$ cat src/rtl/marb_pkg.sv
// Shared types and defaults for the memory arbiter grant controller.
package marb_pkg;

  typedef enum logic [0:0] {
    ARB_IDLE = 1'b0,
    ARB_REQ  = 1'b1
  } arb_states_t;

  localparam int MARB_CLIENTS_DEF     = 3;
  localparam int MARB_OUTSTANDING_DEF = 4;

endpackage

$ cat src/rtl/marb_if.sv
// Client request/response and memory-port signals of the grant controller.
interface marb_if #(
  parameter int N      = 3,
  parameter int ADDR_W = 32,
  parameter int DATA_W = 32
);
  logic [N-1:0]        c_valid;
  logic [N-1:0]        c_ready;
  logic [N-1:0]        c_we;
  logic [N*ADDR_W-1:0] c_addr;
  logic [N*DATA_W-1:0] c_wdata;
  logic [N-1:0]        c_rsp_valid;
  logic [DATA_W-1:0]   c_rsp_rdata;
  logic                m_valid;
  logic                m_ready;
  logic                m_we;
  logic [ADDR_W-1:0]   m_addr;
  logic [DATA_W-1:0]   m_wdata;
  logic                m_rsp_valid;
  logic [DATA_W-1:0]   m_rsp_rdata;

  modport slave (
    input  c_valid, c_we, c_addr, c_wdata, m_ready, m_rsp_valid, m_rsp_rdata,
    output c_ready, c_rsp_valid, c_rsp_rdata, m_valid, m_we, m_addr, m_wdata
  );

  modport master (
    output c_valid, c_we, c_addr, c_wdata, m_ready, m_rsp_valid, m_rsp_rdata,
    input  c_ready, c_rsp_valid, c_rsp_rdata, m_valid, m_we, m_addr, m_wdata
  );
endinterface

$ cat src/rtl/marb_id_fifo.sv
// FIFO of issuing client IDs for outstanding memory transactions.
module marb_id_fifo #(
  parameter int WIDTH = 2,
  parameter int DEPTH = 4
) (
  input  logic             clk,
  input  logic             rst,
  input  logic             push,
  input  logic [WIDTH-1:0] push_id,
  input  logic             pop,
  output logic             full,
  output logic             empty,
  output logic [WIDTH-1:0] head
);
  localparam int PW = (DEPTH > 1) ? $clog2(DEPTH) : 1;
  localparam int CW = $clog2(DEPTH + 1);

  logic [WIDTH-1:0] mem [DEPTH];
  logic [PW-1:0]    wr_ptr;
  logic [PW-1:0]    rd_ptr;
  logic [CW-1:0]    count;
  logic             push_ok;
  logic             pop_ok;

  assign full    = (count == CW'(DEPTH));
  assign empty   = (count == '0);
  assign push_ok = push && !full;
  assign pop_ok  = pop && !empty;
  assign head    = mem[rd_ptr];

  // DEPTH is a power of two, so pointers wrap by plain overflow
  always_ff @(posedge clk) begin
    if (rst) begin
      wr_ptr <= '0;
      rd_ptr <= '0;
      count  <= '0;
    end else begin
      if (push_ok) wr_ptr <= wr_ptr + 1'b1;
      if (pop_ok)  rd_ptr <= rd_ptr + 1'b1;
      case ({push_ok, pop_ok})
        2'b10:   count <= count + 1'b1;
        2'b01:   count <= count - 1'b1;
        default: count <= count;
      endcase
    end
  end

  always_ff @(posedge clk) begin
    if (push_ok) mem[wr_ptr] <= push_id;
  end
endmodule

$ cat src/rtl/marb_grant_ctrl.sv
// Picks one requesting client by priority list, issues it on the memory port and
// routes in-order memory responses back to the issuing client.
module marb_grant_ctrl
  import marb_pkg::*;
#(
  parameter int MEM_ARB_CLIENTS_P = MARB_CLIENTS_DEF,
  parameter int MEM_ADDR_W        = 32,
  parameter int MEM_DATA_W        = 32,
  parameter int OUTSTANDING_P     = MARB_OUTSTANDING_DEF,
  localparam int CLIENTS_BWIDTH_P = $clog2(MEM_ARB_CLIENTS_P)
) (
  input  logic                        clk,
  input  logic                        rst,
  input  logic [CLIENTS_BWIDTH_P-1:0] prio_list0,
  input  logic [CLIENTS_BWIDTH_P-1:0] prio_list1,
  input  logic [CLIENTS_BWIDTH_P-1:0] prio_list2,
  marb_if.slave                       bus,
  output logic                        rsp_orphan
);
  localparam int CB = CLIENTS_BWIDTH_P;

  arb_states_t   arb_state;
  logic [CB-1:0] grant_id;
  logic [CB-1:0] prio [3];
  logic          win_found;
  logic [CB-1:0] win_id;
  logic          grant;
  logic          fifo_push;
  logic          fifo_pop;
  logic          fifo_full;
  logic          fifo_empty;
  logic [CB-1:0] fifo_head;

  function automatic logic [MEM_ARB_CLIENTS_P-1:0] id_onehot(input logic [CB-1:0] id);
    logic [MEM_ARB_CLIENTS_P-1:0] r;
    for (int i = 0; i < MEM_ARB_CLIENTS_P; i++) r[i] = (id == CB'(i));
    return r;
  endfunction

  assign prio[0] = prio_list0;
  assign prio[1] = prio_list1;
  assign prio[2] = prio_list2;

  // First in-range, valid entry wins; duplicates resolve to the earliest slot
  always_comb begin
    win_found = 1'b0;
    win_id    = '0;
    for (int k = 0; k < 3; k++) begin
      if (!win_found && (prio[k] < CB'(MEM_ARB_CLIENTS_P)) && bus.c_valid[prio[k]]) begin
        win_found = 1'b1;
        win_id    = prio[k];
      end
    end
  end

  assign grant       = (arb_state == ARB_IDLE) && win_found && !fifo_full;
  assign bus.c_ready = grant ? id_onehot(win_id) : '0;
  assign fifo_push   = (arb_state == ARB_REQ) && bus.m_ready;
  assign fifo_pop    = bus.m_rsp_valid && !fifo_empty;

  always_ff @(posedge clk) begin
    if (rst) begin
      arb_state   <= ARB_IDLE;
      bus.m_valid <= 1'b0;
      bus.m_we    <= 1'b0;
      bus.m_addr  <= '0;
      bus.m_wdata <= '0;
      grant_id    <= '0;
    end else begin
      case (arb_state)
        ARB_IDLE: begin
          if (grant) begin
            bus.m_we    <= bus.c_we[win_id];
            bus.m_addr  <= bus.c_addr[win_id*MEM_ADDR_W +: MEM_ADDR_W];
            bus.m_wdata <= bus.c_wdata[win_id*MEM_DATA_W +: MEM_DATA_W];
            grant_id    <= win_id;
            bus.m_valid <= 1'b1;
            arb_state   <= ARB_REQ;
          end
        end
        ARB_REQ: begin
          if (bus.m_ready) begin
            bus.m_valid <= 1'b0;
            arb_state   <= ARB_IDLE;
          end
        end
        default: arb_state <= ARB_IDLE;
      endcase
    end
  end

  // Response stage: one cycle from memory strobe to client strobe
  always_ff @(posedge clk) begin
    if (rst) begin
      bus.c_rsp_valid <= '0;
      bus.c_rsp_rdata <= '0;
      rsp_orphan      <= 1'b0;
    end else begin
      bus.c_rsp_valid <= fifo_pop ? id_onehot(fifo_head) : '0;
      if (fifo_pop) bus.c_rsp_rdata <= bus.m_rsp_rdata;
      rsp_orphan      <= bus.m_rsp_valid && fifo_empty;
    end
  end

  marb_id_fifo #(
    .WIDTH (CB),
    .DEPTH (OUTSTANDING_P)
  ) u_id_fifo (
    .clk     (clk),
    .rst     (rst),
    .push    (fifo_push),
    .push_id (grant_id),
    .pop     (fifo_pop),
    .full    (fifo_full),
    .empty   (fifo_empty),
    .head    (fifo_head)
  );
endmodule

$ cat src/flat_wrapper.sv
// flat-port wrapper written by rule: the top's interface ports become plain ports
module marb_grant_ctrl_flat import marb_pkg::*;
#(
  parameter int MEM_ARB_CLIENTS_P = MARB_CLIENTS_DEF,
  parameter int MEM_ADDR_W        = 32,
  parameter int MEM_DATA_W        = 32,
  parameter int OUTSTANDING_P     = MARB_OUTSTANDING_DEF,
  localparam int CLIENTS_BWIDTH_P = $clog2(MEM_ARB_CLIENTS_P)
)
  (clk, rst, prio_list0, prio_list1, prio_list2, rsp_orphan, bus_c_valid, bus_c_we, bus_c_addr, bus_c_wdata, bus_m_ready, bus_m_rsp_valid, bus_m_rsp_rdata, bus_c_ready, bus_c_rsp_valid, bus_c_rsp_rdata, bus_m_valid, bus_m_we, bus_m_addr, bus_m_wdata);
  marb_if #(.N((3)), .ADDR_W((32)), .DATA_W((32))) bus_i ();
  input  logic clk;
  input  logic rst;
  input  logic [CLIENTS_BWIDTH_P-1:0] prio_list0;
  input  logic [CLIENTS_BWIDTH_P-1:0] prio_list1;
  input  logic [CLIENTS_BWIDTH_P-1:0] prio_list2;
  output logic rsp_orphan;
  input wire logic [$bits(bus_i.c_valid)-1:0] bus_c_valid;
  input wire logic [$bits(bus_i.c_we)-1:0] bus_c_we;
  input wire logic [$bits(bus_i.c_addr)-1:0] bus_c_addr;
  input wire logic [$bits(bus_i.c_wdata)-1:0] bus_c_wdata;
  input wire logic [$bits(bus_i.m_ready)-1:0] bus_m_ready;
  input wire logic [$bits(bus_i.m_rsp_valid)-1:0] bus_m_rsp_valid;
  input wire logic [$bits(bus_i.m_rsp_rdata)-1:0] bus_m_rsp_rdata;
  output wire logic [$bits(bus_i.c_ready)-1:0] bus_c_ready;
  output wire logic [$bits(bus_i.c_rsp_valid)-1:0] bus_c_rsp_valid;
  output wire logic [$bits(bus_i.c_rsp_rdata)-1:0] bus_c_rsp_rdata;
  output wire logic [$bits(bus_i.m_valid)-1:0] bus_m_valid;
  output wire logic [$bits(bus_i.m_we)-1:0] bus_m_we;
  output wire logic [$bits(bus_i.m_addr)-1:0] bus_m_addr;
  output wire logic [$bits(bus_i.m_wdata)-1:0] bus_m_wdata;
  assign bus_i.c_valid = bus_c_valid;
  assign bus_i.c_we = bus_c_we;
  assign bus_i.c_addr = bus_c_addr;
  assign bus_i.c_wdata = bus_c_wdata;
  assign bus_i.m_ready = bus_m_ready;
  assign bus_i.m_rsp_valid = bus_m_rsp_valid;
  assign bus_i.m_rsp_rdata = bus_m_rsp_rdata;
  assign bus_c_ready = bus_i.c_ready;
  assign bus_c_rsp_valid = bus_i.c_rsp_valid;
  assign bus_c_rsp_rdata = bus_i.c_rsp_rdata;
  assign bus_m_valid = bus_i.m_valid;
  assign bus_m_we = bus_i.m_we;
  assign bus_m_addr = bus_i.m_addr;
  assign bus_m_wdata = bus_i.m_wdata;
  marb_grant_ctrl #(.MEM_ARB_CLIENTS_P(MEM_ARB_CLIENTS_P), .MEM_ADDR_W(MEM_ADDR_W), .MEM_DATA_W(MEM_DATA_W), .OUTSTANDING_P(OUTSTANDING_P)) u_core (.clk(clk), .rst(rst), .prio_list0(prio_list0), .prio_list1(prio_list1), .prio_list2(prio_list2), .bus(bus_i), .rsp_orphan(rsp_orphan));
endmodule
$ cat config.mk
export PLATFORM = sky130hd
export DESIGN_NAME = marb_grant_ctrl_flat
export DESIGN_NICKNAME = d
export VERILOG_FILES = /design/src/rtl/marb_pkg.sv /design/src/rtl/marb_if.sv /design/src/rtl/marb_id_fifo.sv /design/src/rtl/marb_grant_ctrl.sv /design/src/flat_wrapper.sv
export SDC_FILE = /design/constraint.sdc
export NUM_CORES = 1
export LEC_CHECK = 0
export ABC_AREA = 1
export CORE_AREA = 3 3 134 136
export CTS_CLUSTER_SIZE = 25
export DETAILED_ROUTE_END_ITERATION = 8
export DIE_AREA = 0 0 137 139
export DONT_BUFFER_PORTS = 1
export PLACE_DENSITY = 0.52
export SYNTH_ARGS = -nofsm -noshare
export SYNTH_HDL_FRONTEND = slang
export SYNTH_HIERARCHICAL = 1
export SYNTH_SLANG_ARGS = --single-unit
$ cat constraint.sdc
create_clock -name clk -period 2.1 [get_ports clk]
set_input_delay 0.42 -clock clk [delete_from_list [all_inputs] [get_ports clk]]
set_output_delay 0.42 -clock clk [all_outputs]
set_load 0.02 [all_outputs]
==> ci_impl_report.md <==
### Flow metrics

| Metric | Value |
|---|---|
| Cts repair resizes | `0` |
| CTS Buf Count | `17` |
| Final Net Count | `1,159` |
| H-tree depth | `4` |
| Pre-antenna DRT Iters | `5` |
| Routability Congestion | `0.8612` |
| Fmax | `0.5094 GHz` |
| Critical path startpoint category | `flop` |
| Vias in the first global route | `5,126` |
| Share of layout cells above drive strength 1 | `7.667%` |
| Max-slew violation count | `0` |
| Post-Syn Area per Cell | `6.475 um^2` |
| Core Box Area | `17,060 um^2` |
| Xor/xnor share | `0%` |
| Power density over the cells | `1086 nW/um^2` |
| Status | `completed` |
| Tool warning count | `30` |
| Critical Path Fanout Max | `4` |
| Critical Path RT | `1.68 ns` |
| Mapped Area | `6028 um^2` |
| Ys cells | `931` |
| Most common logic cells in the final layout | `nand2_1 (307), nor2_1 (127), dfxtp_1 (112), nand3_1 (94), inv_1 (85)` |
| Synth Instances | `931` |
| Clock skew | `0.01243 ns` |
| Final setup violation count | `0` |
| Compound Share, Synth | `9.610%` |
| Clk sink count | `122` |
| PortBufs | `0` |
| Crit path cell chain | `nor2_4, nand2_4, inv_1, inv_1, nand3_2, clkinv_2, nand2_1, inv_2` |
| Hold crit path type | `input port to flop` |
| Post-synth regs | `122` |
| Adder and majority cell fraction of the synthesized area | `1.370%` |
| # Max-Cap Violations | `0` |
| Root Buffer | `clkbuf_16` |
| FP Core Util | `35.34%` |
| Largest net degree at the start of global routing | `80` |
| Leakage | `3.419 nW` |
| Critical Path AT | `1.54 ns` |
| Main logic family after synthesis | `simple AND/OR/NAND/NOR gates` |
| Total gr overflow | `0` |
| Die ar. | `19,040 um^2` |
| Setup Fix Bufs, Post-CTS | `0` |
| Peak VDD IR | `0.5239 mV` |
| Most frequent cell on the critical path | `inv_1` |
| Yosys cell types | `27` |
| Clk latency late pin | `0.41 ns` |
| Hold-fix buffers, CTS | `0` |
| Clock Tree Buf Depth | `2` |
| Chip Area, Yosys | `6028 um^2` |
| Residual DRC count | `0` |
| Fillers | `1,834` |
| Global-route wire length before repair | `27,640 um` |
| Synth Net Count | `1,177` |
| Unrepaired setup endpoints after global routing | `false` |
| Top cell excl fill/tap | `nand2_1` |
| Tmin final | `1.963 ns` |
| Worst hold-check slack | `0.08075 ns` |
| Post-DR vias/cell | `4.917` |
| CTS tree | `yes` |
| Post-route ant nets | `0` |
| Setup TNS | `0 ns` |
| Die Ht | `139 um` |
| Slew margin rel. | `68.46%` |
| Least-Margin Pin Slew | `0.4732 ns` |
| AND/OR/NAND/NOR Cells, Area Fraction | `36.84%` |
| Std-Cell Rows | `48` |
| Yosys warns | `6` |
| Layout Cells excl Fill | `1,151` |
| Die X | `137 um` |
| Fin crit share | `93.48%` |
| Final core occ | `40.15%` |
| Clock Pin Slew Worst Setup and Hold Paths | `0.06 ns` |
| Ant diodes | `0` |
| CP max-delay cell | `dfxtp_2` |
| Area Overhead vs Synth | `13.59%` |
| Critical path endpoint category | `output port` |
| CP max stage delay | `0.34 ns` |
-- state kept, by name, summed over array words and instances, names as in the netlist, named ones only --
name / cells
u_core/bus.m_we: 1
u_core/bus.m_valid: 1
u_core/u_id_fifo/wr_ptr: 2
u_core/bus.c_rsp_rdata: 32
u_core/bus.m_wdata: 32
u_core/rsp_orphan: 1
u_core/u_id_fifo/mem: 8
u_core/u_id_fifo/count: 3
u_core/bus.c_rsp_valid: 3
u_core/bus.m_addr: 32
u_core/grant_id: 2
u_core/arb_state: 1
u_core/u_id_fifo/rd_ptr: 2
-- logic make-up after synthesis --
group | after synthesis
AND-OR/OR-AND | 111
AND/OR/NAND/NOR | 546
flip-flops | 122
adder cells (fa/ha/maj) | 6
buffers and inverters | 146
-- layer usage --
layer,vias to the layer above,track usage (%),wire (um),share of wire (%)
li1,2887,-,-,-
met1,2467,20.59,7090,38
met2,270,31.63,9109,49
met3,35,7.620,1972,11
met4,0,7.405,465,2.5
met5,-,0,0,0
-- cells in the mapped netlist --
cell type	count	share of area (%)
inv_1	88	5.5
a21oi_1	42	3.5
nand4_1	3	0.31
o21ai_2	1	0.15
ha_1	5	1.0
nor2_4	1	0.19
fa_1	1	0.33
buf_2	21	1.7
clkbuf_1	19	1.2
buf_4	9	1.1
buf_1	4	0.25
nor3_1	4	0.33
buf_6	2	0.37
nand3_2	1	0.17
o21ai_1	7	0.58
o22ai_1	2	0.21
nand2_4	2	0.37
o21ai_0	45	3.7
nand2_1	308	19
a31oi_1	14	1.5
nor2_2	2	0.21
inv_2	3	0.19
edfxtp_1	8	4.0
nand3_1	94	7.8
nand2_2	3	0.31
nor2_1	128	8.0
dfxtp_1	114	38
-- power by group --
group          internal (mW)  switching [mW]  total (mW)
logic                  0.488           0.905        1.39
registers               2.66           0.605        3.27
clock network           1.65            1.13        2.78
-- path summary, 6_finish.rpt --
path                                                start  cells past startpoint                                 endpoint  slack [ns]
setup / recovery   u_core/u_id_fifo/count[1]$_SDFFE_PP0P_                      8                           bus_c_ready[1]        0.14
hold / removal                                        rst                      1              u_core/arb_state$_SDFF_PP0_        0.08
setup reg to reg   u_core/u_id_fifo/count[2]$_SDFFE_PP0P_                     15   u_core/u_id_fifo/count[2]$_SDFFE_PP0P_        0.23
hold reg to reg   u_core/u_id_fifo/wr_ptr[0]$_SDFFE_PP0P_                      2  u_core/u_id_fifo/wr_ptr[0]$_SDFFE_PP0P_        0.50
-- worst max-delay path: cells and delay by family, from the launching register on --
kind | cells | cell delay (ns)
buffers and inverters | 4 | 0.30
flip-flops | 1 | 0.34
AND/OR/NAND/NOR | 4 | 0.48
-- area by class of cell --
class                   instances  area, um^2  share of cell area, %
inverters                      91       342.8                  5.006
clock inverters                15       140.1                  2.046
well taps                     225       281.5                  4.111
clock buffers                  17       425.4                  6.212
multi-input cells             663        2898                  42.32
flip-flops and latches        122        2525                  36.87
repair buffers                 18       235.2                  3.435
-- stage by stage --
step / setup WS, ns / instance area, um^2
after floorplan: -0.008120 / 6037
after global placement: 0.2006 / 6280
after detailed placement: 0.1750 / 6280
after CTS: 0.05029 / 6845
after global routing: 0.007030 / 6848
final: 0.1370 / 6848
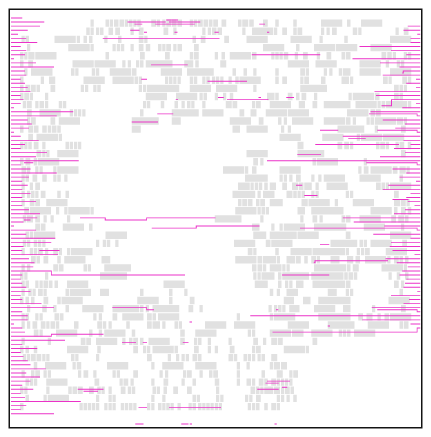
Figure 1: met3 routing.
Drawn at 3 px/um.
The layer carries 1,970 um of wire. 208 nets have wire on it. The layer holds 11% of the routed length. The longest straight run is 56.4 um. The wires run mostly horizontal.

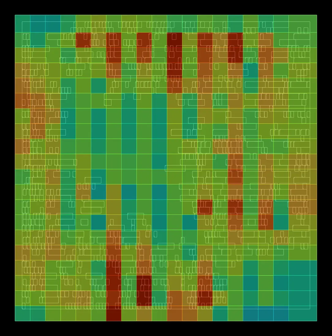
Figure 2: routing congestion map.
busiest grt layer: met2
GR Util All Layers: 18.65%

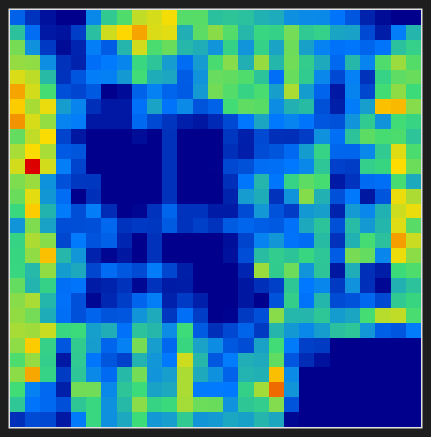
Figure 3: wiring heat map.
Drawn at 3 px/um. The die is cut into 27 by 28 equal tiles; dark blue is low, red is high, scaled to the fullest tile. Values are wire area over tile area, all layers added.
The fullest tile reaches 0.57. 15% of the tiles are nearly empty. The emptiest ninth of the die: center. The mean over all tiles is 0.17. 19% of the tiles are over half the peak.
wire per inst: 16.19 um
via count: 5,659
final WL: 18,640 um

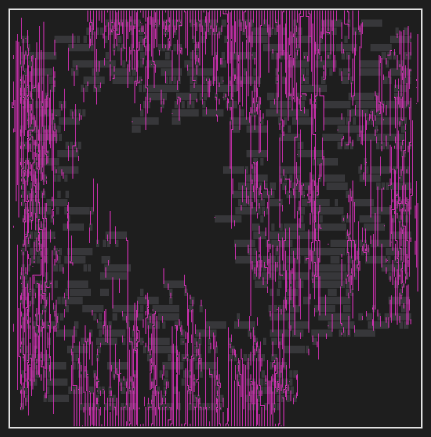
Figure 4: the metal 2 layer.
Drawn at 3 px/um.
859 nets have wire on it. The layer holds 49% of the routed length. The longest straight run is 66.8 um.

Power figures rest on the tool's default switching activity, not on a simulated workload.
